===== config.mk =====
export PLATFORM = sky130hd
export DESIGN_NAME = zero_detect_sched
export DESIGN_NICKNAME = d
export VERILOG_FILES = /design/src/rtl/zd_pkg.sv /design/src/rtl/or_16bit.sv /design/src/rtl/zero_detect_sched.sv
export SDC_FILE = /design/constraint.sdc
export NUM_CORES = 1
export LEC_CHECK = 0
export CAP_MARGIN = 20
export CORE_ASPECT_RATIO = 0.5
export CORE_MARGIN = 2
export CORE_UTILIZATION = 39
export CTS_CLUSTER_DIAMETER = 150
export DETAILED_ROUTE_END_ITERATION = 8
export HOLD_SLACK_MARGIN = 0.12
export PLACE_DENSITY = 0.88
export SLEW_MARGIN = 10
export SYNTH_ARGS = -nofsm -noshare
export SYNTH_HDL_FRONTEND = slang
export SYNTH_SLANG_ARGS = --single-unit

===== constraint.sdc =====
create_clock -name clk -period 1.9 [get_ports clk]
set_input_delay 0.285 -clock clk [delete_from_list [all_inputs] [get_ports clk]]
set_output_delay 0.285 -clock clk [all_outputs]
set_load 0.05 [all_outputs]

===== src/rtl/zd_pkg.sv =====
// Shared types and constants for the zero-detect scheduler.
package zd_pkg;

    typedef enum logic {
        IDLE = 1'b0,
        SCAN = 1'b1
    } zd_state_t;

    localparam int unsigned SLICE_W = 16;

endpackage


===== src/rtl/or_16bit.sv =====
// 16-input OR reduction; purely combinational, sampled only at clock edges.
module or_16bit (
    input  logic [15:0] in_i,
    output logic        or_o
);

    assign or_o = |in_i;

endmodule


===== src/rtl/zero_detect_sched.sv =====
// Round-robin scheduler sharing one 16-bit OR tree between requesters that
// need a zero test on a WIDTH-bit operand, scanned one slice per cycle.
module zero_detect_sched
    import zd_pkg::*;
#(
    parameter int unsigned WIDTH      = 64,
    parameter int unsigned NREQ       = 2,
    parameter int unsigned EARLY_EXIT = 1,
    localparam int unsigned ID_W      = (NREQ > 1) ? $clog2(NREQ) : 1
) (
    input  logic                   clk,
    input  logic                   reset_n,
    input  logic [NREQ-1:0]        req,
    input  logic [NREQ*WIDTH-1:0]  operand,
    output logic [NREQ-1:0]        gnt,
    output logic                   busy,
    output logic                   done,
    output logic [ID_W-1:0]        done_id,
    output logic                   done_zero
);

    localparam int unsigned NSLICE = WIDTH / SLICE_W;
    localparam int unsigned IDX_W  = (NSLICE > 1) ? $clog2(NSLICE) : 1;

    if ((WIDTH % SLICE_W) != 0 || WIDTH == 0) begin : g_width_chk
        $error("zero_detect_sched: WIDTH must be a non-zero multiple of 16");
    end
    if (NREQ < 2 || NREQ > 4) begin : g_nreq_chk
        $error("zero_detect_sched: NREQ must be in 2..4");
    end

    zd_state_t              state_q, state_d;
    logic [ID_W-1:0]        rr_ptr_q, rr_ptr_d;
    logic [ID_W-1:0]        id_q, id_d;
    logic [WIDTH-1:0]       op_q, op_d;
    logic [IDX_W-1:0]       idx_q, idx_d;
    logic                   acc_q, acc_d;
    logic [NREQ-1:0]        gnt_q, gnt_d;
    logic                   done_q, done_d;
    logic [ID_W-1:0]        done_id_q, done_id_d;
    logic                   done_zero_q, done_zero_d;

    logic [WIDTH-1:0]       ops_c    [NREQ];
    logic [SLICE_W-1:0]     slices_c [NSLICE];
    logic [ID_W-1:0]        win_c;
    logic                   win_found_c;
    logic                   or_out_c;
    logic                   scan_end_c;

    for (genvar g = 0; g < NREQ; g++) begin : g_ops
        assign ops_c[g] = operand[g*WIDTH +: WIDTH];
    end

    for (genvar s = 0; s < NSLICE; s++) begin : g_slices
        assign slices_c[s] = op_q[s*SLICE_W +: SLICE_W];
    end

    or_16bit u_or (
        .in_i (slices_c[idx_q]),
        .or_o (or_out_c)
    );

    assign scan_end_c = (idx_q == IDX_W'(NSLICE - 1)) || ((EARLY_EXIT != 0) && or_out_c);

    // First requester at or after rr_ptr, wrapping around.
    always_comb begin
        win_c       = '0;
        win_found_c = 1'b0;
        for (int unsigned k = 0; k < NREQ; k++) begin
            if (!win_found_c && req[(32'(rr_ptr_q) + k) % NREQ]) begin
                win_c       = ID_W'((32'(rr_ptr_q) + k) % NREQ);
                win_found_c = 1'b1;
            end
        end
    end

    always_ff @(posedge clk or negedge reset_n) begin
        if (!reset_n) state_q <= IDLE;
        else          state_q <= state_d;
    end

    always_comb begin
        state_d = state_q;
        case (state_q)
            IDLE: if (|req)      state_d = SCAN;
            SCAN: if (scan_end_c) state_d = IDLE;
        endcase
    end

    always_comb begin
        rr_ptr_d    = rr_ptr_q;
        id_d        = id_q;
        op_d        = op_q;
        idx_d       = idx_q;
        acc_d       = acc_q;
        gnt_d       = '0;
        done_d      = 1'b0;
        done_id_d   = done_id_q;
        done_zero_d = done_zero_q;
        case (state_q)
            IDLE: begin
                if (|req) begin
                    op_d     = ops_c[win_c];
                    id_d     = win_c;
                    gnt_d    = NREQ'(1) << win_c;
                    rr_ptr_d = (win_c == ID_W'(NREQ - 1)) ? '0 : win_c + ID_W'(1);
                    idx_d    = '0;
                    acc_d    = 1'b0;
                end
            end
            SCAN: begin
                acc_d = acc_q | or_out_c;
                if (scan_end_c) begin
                    done_d      = 1'b1;
                    done_id_d   = id_q;
                    done_zero_d = ~(acc_q | or_out_c);
                end else begin
                    idx_d = idx_q + IDX_W'(1);
                end
            end
        endcase
    end

    always_ff @(posedge clk or negedge reset_n) begin
        if (!reset_n) begin
            rr_ptr_q    <= '0;
            id_q        <= '0;
            op_q        <= '0;
            idx_q       <= '0;
            acc_q       <= 1'b0;
            gnt_q       <= '0;
            done_q      <= 1'b0;
            done_id_q   <= '0;
            done_zero_q <= 1'b0;
        end else begin
            rr_ptr_q    <= rr_ptr_d;
            id_q        <= id_d;
            op_q        <= op_d;
            idx_q       <= idx_d;
            acc_q       <= acc_d;
            gnt_q       <= gnt_d;
            done_q      <= done_d;
            done_id_q   <= done_id_d;
            done_zero_q <= done_zero_d;
        end
    end

    assign gnt       = gnt_q;
    assign busy      = (state_q == SCAN);
    assign done      = done_q;
    assign done_id   = done_id_q;
    assign done_zero = done_zero_q;

endmodule


### Logic cells by family, run 1

Scale: 3 px per um.
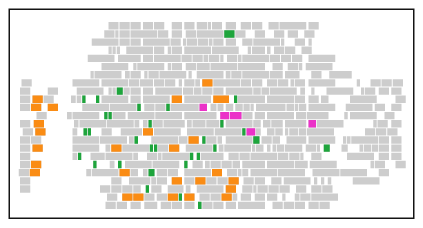
Orange stands for mux cells, cells 26. Green stands for nand cells, cells 31. Magenta stands for non-inverting ao/oa cells, cells 5, where middle.

### Clock wiring as the flow saved it, run 1

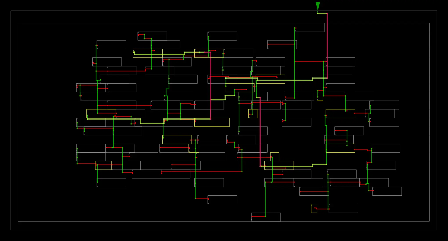
clk ins delay skew pair: 0.33 ns
Clock Sink Count: 75
clk_skew: 0.00622 ns
Clock Power: 1.70 mW

### Signal wires on met3, run 1

Scale: 4 px per um.
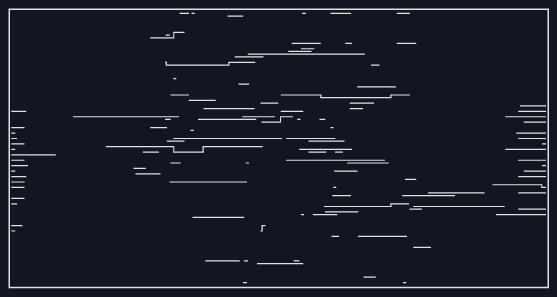
The longest straight run is 29.0 um. The layer holds 7.0% of the routed length. The layer carries 755 um of wire. 82 nets have wire on it.

### Metal layers overlaid, run 1

Scale: 3 px per um.
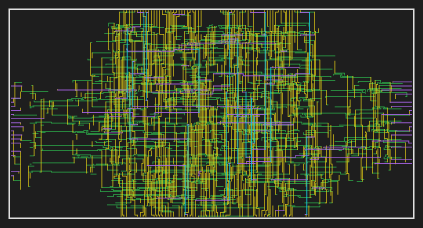
Cyan stands for M4, wire length 460 um. Purple stands for M3, wire length 755 um. Green stands for M1, wire length 4,190 um. Yellow stands for M2, wire length 5,460 um.

==> results_dict.tcl, run 1 <==
# place-and-route summary
set metrics [dict create \
    status "finished with violations" \
    numCtsBuffers 9 \
    max_freq_mhz 492 \
    finalSetupTns_ns -0.317 \
    slew_violations 0 \
    inv_count 44 \
    ir_drop_uv 499 \
    ys_sh_aoi_pct 17.9 \
    power_switching_mw 1.47 \
    power_top_consumer "sequential cells" \
    area_growth_pct 63.9 \
    crit_cells 6 \
    yosysUniqueCellTypes 30 \
    finalNonFillerCells 566 \
    seq-cell-share_pct 34.6 \
    clk_share_pct 5.57 \
    largest_register_ffs 64 \
    synth.avg_cell_area_um2 11.0 \
    netSwitchingFraction_pct 29.0 \
    busiest_layer "met2" \
    min_to "op_q[41]" \
    worstRegToRegCells 6 \
    dr.pass1.iters 6 \
    clockPowerShare_pct 33.5 \
    worst_slack_ns -0.133 \
    die_y_um 69.2 \
    ys.flops 75 \
    via_per_inst 5.61 \
    slowest_delay_ns 0.40 \
    ff_latch_area_um2 1880 \
    dpl_worst_slack_ns -0.396 \
    portBuffers 137 \
    htreeDepth 3 \
    rsz0062_at_grt "true" \
    yosys_cells 301 \
    cts.clk_slew.worst_paths_ns 0.06 \
    violations "setup timing" \
    arrival_ns 2.25 \
    setup_viol 4 \
    layout.area.comb_um2 1360 \
    yosys_area_um2 3310 \
    cts_root_buffer "clkbuf_16" \
    fp_util_pct 40.8 \
    hold_class "register to register" \
    edf_count 0 \
    critPathTopFamily "simple AND/OR/NAND/NOR gates" \
    buffer_area_share_pct 29.2 \
    logic_gate_count 161 \
    die_w_um 134 \
    hold_depth 2 \
    io_pins 138 \
    use_met1_pct 27.9 \
    antenna_found_initial 0 \
    die_area_um2 9300 \
    p_seq_share_pct 43.4 \
    xor_area_share_pct 0 \
    dr_wl_met3_um 755 \
    drive_gt1_share_pct 13.9 \
    power.internal_mw 3.61 \
    synthMuxAreaShare_pct 8.00 \
    largest_cell_class "flip-flops and latches" \
    postLayoutCellArea_um2 5430 \
    wl_met1_um 4190 \
    yosysWarnings 0 \
    postLayoutCoreUtil_pct 66.9 \
    highest_layer "met4" \
    regMostFlops "op_q" \
]
### Clock distribution, run 1

Scale: 4 px per um.
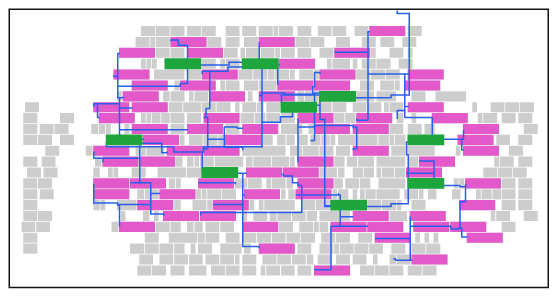

==> inputs of run 2 (changes only) <==
--- a/config.mk
+++ b/config.mk
@@ -5,14 +5,17 @@
 export SDC_FILE = /design/constraint.sdc
 export NUM_CORES = 1
 export LEC_CHECK = 0
+export ABC_AREA = 1
 export CAP_MARGIN = 20
+export CELL_PAD_IN_SITES_DETAIL_PLACEMENT = 0
+export CELL_PAD_IN_SITES_GLOBAL_PLACEMENT = 1
 export CORE_ASPECT_RATIO = 0.5
 export CORE_MARGIN = 2
-export CORE_UTILIZATION = 39
+export CORE_UTILIZATION = 28
 export CTS_CLUSTER_DIAMETER = 150
 export DETAILED_ROUTE_END_ITERATION = 8
 export HOLD_SLACK_MARGIN = 0.12
-export PLACE_DENSITY = 0.88
+export PLACE_DENSITY = 0.87
 export SLEW_MARGIN = 10
 export SYNTH_ARGS = -nofsm -noshare
 export SYNTH_HDL_FRONTEND = slang
### Clock distribution, run 2

Scale: 4 px per um.
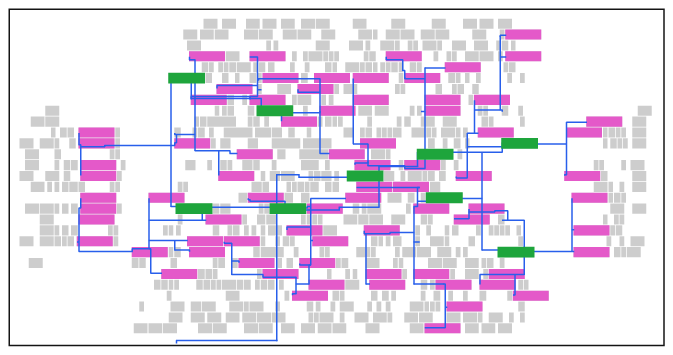
Blue stands for clock wires, length 1,030 um. Green stands for clock-net drivers, count 9. Magenta stands for flip-flops, count 75.
Position of the flops: spread over the die.

==> run 2 against run 1 <==
  * Area after synthesis is 7.2% higher
  * Wire length is 10% lower
  * First-iteration DRC count is 61% lower
  * Largest power group unchanged
  * Worst hold slack worse by 0.0072 ns
  * The run now ends clean
  * Clock power is 12% lower
  * Die area is 47% higher
  * Utilization is 24 points lower
  * Highest routed layer unchanged
==> results_dict.tcl, run 2 <==
# place-and-route summary
set metrics [dict create \
    netSwitchingFraction_pct 29.1 \
    dr_wl_met3_um 327 \
    arrival_ns 1.49 \
    slowest_delay_ns 0.82 \
    die_area_um2 13700 \
    worst_slack_ns 0.125 \
    postLayoutCellArea_um2 5410 \
    die_y_um 83.7 \
    portBuffers 137 \
    inv_count 11 \
    die_w_um 163 \
    largest_cell_class "flip-flops and latches" \
    busiest_layer "met2" \
    area_growth_pct 52.4 \
    buffer_area_share_pct 28.7 \
    slew_violations 0 \
    cts_root_buffer "clkbuf_16" \
    io_pins 138 \
    yosysUniqueCellTypes 28 \
    largest_register_ffs 64 \
    rsz0062_at_grt "false" \
    edf_count 0 \
    max_freq_mhz 563 \
    power.internal_mw 3.43 \
    numCtsBuffers 9 \
    seq-cell-share_pct 34.7 \
    fp_util_pct 28.4 \
    drive_gt1_share_pct 6.89 \
    min_to "done_zero" \
    dpl_worst_slack_ns 0.128 \
    finalSetupTns_ns 0 \
    crit_cells 1 \
    worstRegToRegCells 7 \
    critPathTopFamily "buffers and inverters" \
    insertion_delay_ns 0.33 \
    synth.avg_cell_area_um2 7.91 \
    status "complete, no violations" \
    dr.pass1.iters 4 \
    antenna_found_initial 0 \
    ff_latch_area_um2 1880 \
    highest_layer "met4" \
    layout.area.comb_um2 1470 \
    logic_gate_count 340 \
]
### Clock wiring as the flow saved it, run 2

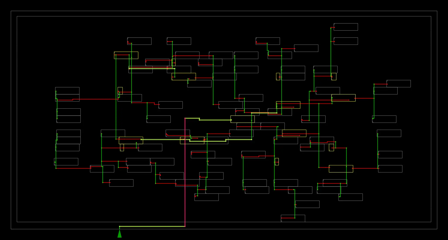
Clock Power: 1.49 mW
clk_skew: 0.00435 ns

==> inputs of run 3 (changes only) <==
--- a/config.mk
+++ b/config.mk
@@ -16,6 +16,7 @@
 export DETAILED_ROUTE_END_ITERATION = 8
 export HOLD_SLACK_MARGIN = 0.12
 export PLACE_DENSITY = 0.87
+export SKIP_LAST_GASP = 1
 export SLEW_MARGIN = 10
 export SYNTH_ARGS = -nofsm -noshare
 export SYNTH_HDL_FRONTEND = slang
### Metal layers overlaid, run 3

Scale: 2 px per um.
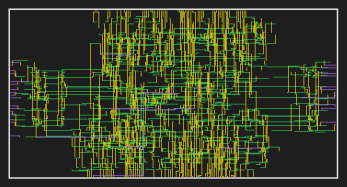
Purple stands for M3, wire length 327 um. Yellow stands for M2, wire length 5,050 um. Cyan stands for M4, wire length 41.5 um. Green stands for M1, wire length 4,320 um.

==> run 3 against run 2 <==
  * Sequential power about the same
  * Clock skew unchanged
  * Critical path depth unchanged
  * Wire length unchanged
  * Clock-buffer cell count unchanged
  * Die area unchanged
  * Synthesized cell count unchanged
  * Utilization unchanged
  * Largest power group unchanged
==> results_dict.tcl, run 3 <==
# place-and-route summary
set metrics [dict create \
    status "complete, no violations" \
    worstRegToRegCells 7 \
    die_y_um 83.7 \
    use_met1_pct 18.4 \
    worst_slack_ns 0.125 \
    min_to "done_zero" \
    largest_register_ffs 64 \
    slowest_delay_ns 0.82 \
    placed_cells 748 \
    buffer_area_share_pct 28.7 \
    yosysUniqueCellTypes 28 \
    netSwitchingFraction_pct 29.1 \
    ir_drop_uv 392 \
    io_pins 138 \
    drive_gt1_share_pct 6.89 \
    dr_wl_met3_um 327 \
    die_area_um2 13700 \
    hold_class "register to register" \
    postLayoutCoreUtil_pct 43.2 \
    powerSeq_mw 2.14 \
    grt_max_degree 45 \
    overflow 0 \
    xor_area_share_pct 0 \
    slowest_stage "clkdlybuf4s50_1" \
    clk_share_pct 4.71 \
    dpl_worst_slack_ns 0.128 \
    die_w_um 163 \
    finalNonFillerCells 765 \
    power_top_consumer "sequential cells" \
    yosys_area_um2 3550 \
    crit_cells 1 \
    largest_cell_class "flip-flops and latches" \
    synthMuxAreaShare_pct 0 \
    rsz0062_at_grt "false" \
    dr.pass1.iters 4 \
    timing.critical_path.to_type "output pin" \
    power.internal_mw 3.43 \
    portBuffers 137 \
    ff_latch_area_um2 1880 \
    p_seq_share_pct 44.3 \
    drc 0 \
    insertion_delay_ns 0.33 \
    layout.area.comb_um2 1470 \
    area_growth_pct 52.4 \
    edf_count 0 \
    hold_depth 2 \
    max_freq_mhz 563 \
    power_switching_mw 1.40 \
    powerClk_mw 1.49 \
    cts.clk_slew.worst_paths_ns 0.06 \
    inv_count 11 \
    busiest_layer "met2" \
    slew_violations 0 \
    synth.avg_cell_area_um2 7.91 \
    regMostFlops "op_q" \
    finalSetupTns_ns 0 \
    via_per_inst 4.42 \
    antenna_found_initial 0 \
    fp_util_pct 28.4 \
    cts_root_buffer "clkbuf_16" \
    htreeDepth 3 \
    logic_gate_count 340 \
    seq-cell-share_pct 34.7 \
    cts.sinks 75 \
    top_cell "nand2_1" \
    wl_met1_um 4320 \
    setup_viol 0 \
    highest_layer "met4" \
    fin_skew_ns 0.00435 \
]
### Clock distribution, run 3

Scale: 4 px per um.
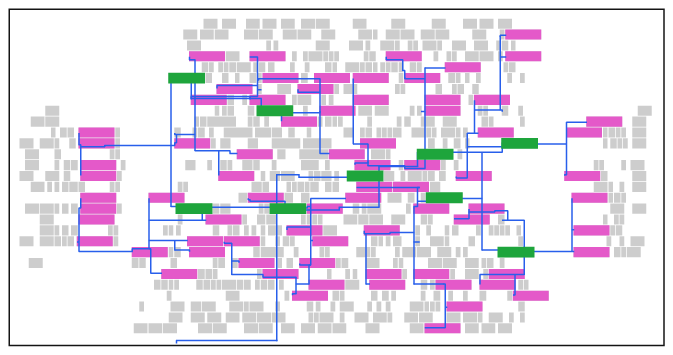
Blue stands for clock wires, length 1,030 um. Green stands for clock-net drivers, count 9. Magenta stands for flip-flops, count 75.
Position of the flops: spread over the die. There are 10 routed clock nets.
Clk pwr share: 30.8%

No activity file was given, so power comes from the tool's default toggle rates.
